Design rgmii_tx_rate_adapter, sky130hd; sources not shown.
### Floorplan with the power grid, run 1

Pins as bars on the die edge. Tap cells in gray.
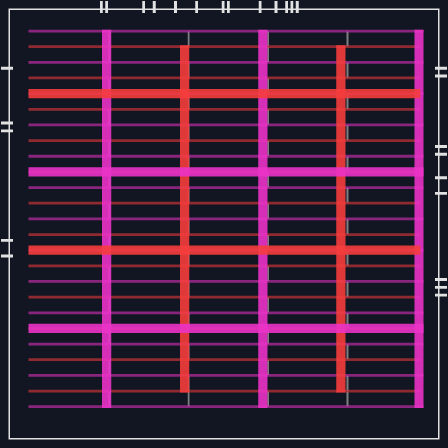
Magenta marks VSS. Red marks VDD.
5 straps on met4. 25 met1 rails follow the rows. 52 tap cells. The core has 24 rows. 27 signal pins sit on the boundary.
VDD IR-drop max: 0.268 mV
Die Ht: 74.4 um
chip width: 74.4 um

### Where the registers sit, run 1

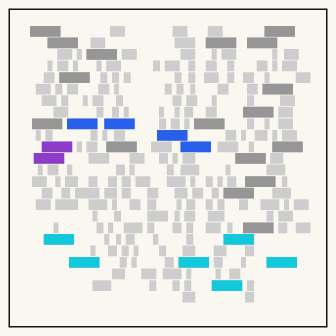
Purple marks spd_q, sequential cells 2. Cyan marks phase_q, sequential cells 6. Blue marks hi_q, sequential cells 4.
Another 17 sequential cells are not colored.
seq pwr: 273 uW
register area: 581 um^2

### Routed clock nets over the placement, run 1

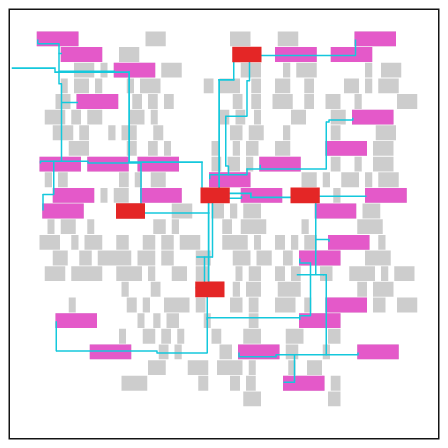
Red marks clock-net drivers, count 5. Magenta marks flip-flops, count 29. Cyan marks clock wires, length 465 um.
Position of the flops: all over the die. There are 6 routed clock nets.
Late-Pin Clk Latency: 0.28 ns
Power Clock: 213 uW
Final Skew: 0.00691 ns
Clock power frac: 0.359

==> GITHUB_STEP_SUMMARY, run 1 <==
## PnR job results

| Metric | Value |
|---|---|
| Outcome | finished clean |
| TritonCTS clock tree | done |
| Fin Setup TNS | 0 ns |
| # nets final | 238 |
| Vias in the first global route | 1,470 |
| R2R depth | 11 |
| Pre-CTS WS | 0.387 ns |
| Max FO, Critical Path | 8 |
| Inverter count | 5 |
| Placed Instances | 262 |
| #FFs+latches synth | 29 |
| Die area | 0.00553 mm^2 |
| Detail Route Antenna Nets | 0 |
| RSZ-0062 raised after global routing | false |
| Row cnt | 24 |
| Core box area | 0.00444 mm^2 |
| Min Hold Slack | 0.459 ns |
| Post-route cell area | 0.00194 mm^2 |
| GR Overflow Total | 0 |
| Post-synth ARST share | 0 |
| Top cells by count | dfxtp_1, nor2_1, a21oi_1, nand2_1, nand3_1 |
| M2 GR Usage | 0.265 |
| CTS root buffer | clkbuf_8 |
| Via count | 1,526 |
| Switching share of power | 0.299 |
| Slowest stage delay, CP | 0.57 ns |
| Slowest CP cell | clkdlybuf4s50_1 |
| First-pass GRT wire length | 7130 um |
| Main area contributors | dfxtp_1, nor2_1, ha_1, a21oi_1, a211oi_1 |
| Top cells excl fill/tap | nor2_1, dfxtp_1, clkdlybuf4s50_1 |
| Routed met2 length | 2040 um |
| Adder Area Share | 0.0568 |
| Worst setup SP type | input pin |
| CTS Hold Bufs | 0 |
| Met1 usage | 0.233 |
| Area growth from synthesis to layout | 25.7% |
## Run 2: what changed since run 1
ABC_AREA = 0   (was unset)
==> GITHUB_STEP_SUMMARY, run 2 <==
## PnR job results

| Metric | Value |
|---|---|
| Outcome | finished clean |
| Placed Instances | 262 |
| R2R depth | 11 |
| Top layer in use | met4 |
| Adder Area Share | 0.0568 |
| GR Overflow Total | 0 |
| Met1 usage | 0.233 |
| Die Ht | 74.4 um |
| Seq pwr | 273 uW |
| Post-synth ARST share | 0 |
| Vias in the first global route | 1,470 |
| RSZ-0062 raised after global routing | false |
| #FFs+latches synth | 29 |
| Late-Pin Clk Latency | 0.28 ns |
| VDD IR-drop max | 0.268 mV |
| Top cells excl fill/tap | nor2_1, dfxtp_1, clkdlybuf4s50_1 |
| CTS root buffer | clkbuf_8 |
| Detail Route Antenna Nets | 0 |
| Min Hold Slack | 0.459 ns |
| Worst setup SP type | input pin |
| Top class by area | combinational gates |
| # nets final | 238 |
| Slowest CP cell | clkdlybuf4s50_1 |
| Register area | 581 um^2 |
| TritonCTS clock tree | done |
| Slowest stage delay, CP | 0.57 ns |
| Pre-CTS WS | 0.387 ns |
| Final Skew | 0.00691 ns |
| Area growth from synthesis to layout | 25.7% |
| CTS Hold Bufs | 0 |
| Post-route cell area | 0.00194 mm^2 |
| M2 GR Usage | 0.265 |
| Main area contributors | dfxtp_1, nor2_1, ha_1, a21oi_1, a211oi_1 |
| Top cells by count | dfxtp_1, nor2_1, a21oi_1, nand2_1, nand3_1 |
| Clock power frac | 0.359 |
| Die area | 0.00553 mm^2 |
| Via count | 1,526 |
| Switching share of power | 0.299 |
| Fin Setup TNS | 0 ns |
| Chip width | 74.4 um |
### Floorplan with the power grid, run 2

Pins as bars on the die edge. Tap cells in gray.
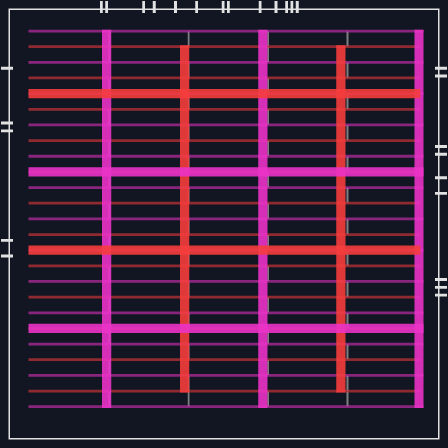
Magenta marks VSS. Red marks VDD.
27 signal pins sit on the boundary. 4 straps on met5. 52 tap cells. The core has 24 rows. 5 straps on met4.
core box area: 0.00444 mm^2

### Where the registers sit, run 2

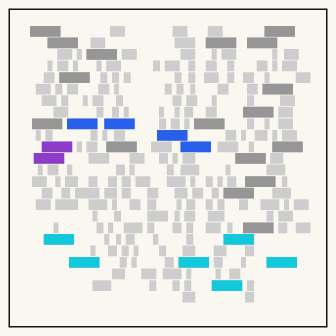
Cyan marks phase_q, sequential cells 6. Blue marks hi_q, sequential cells 4. Purple marks spd_q, sequential cells 2.
Layout Utilization: 0.436
fraction of area in registers: 0.299

No activity file was given, so power comes from the tool's default toggle rates.
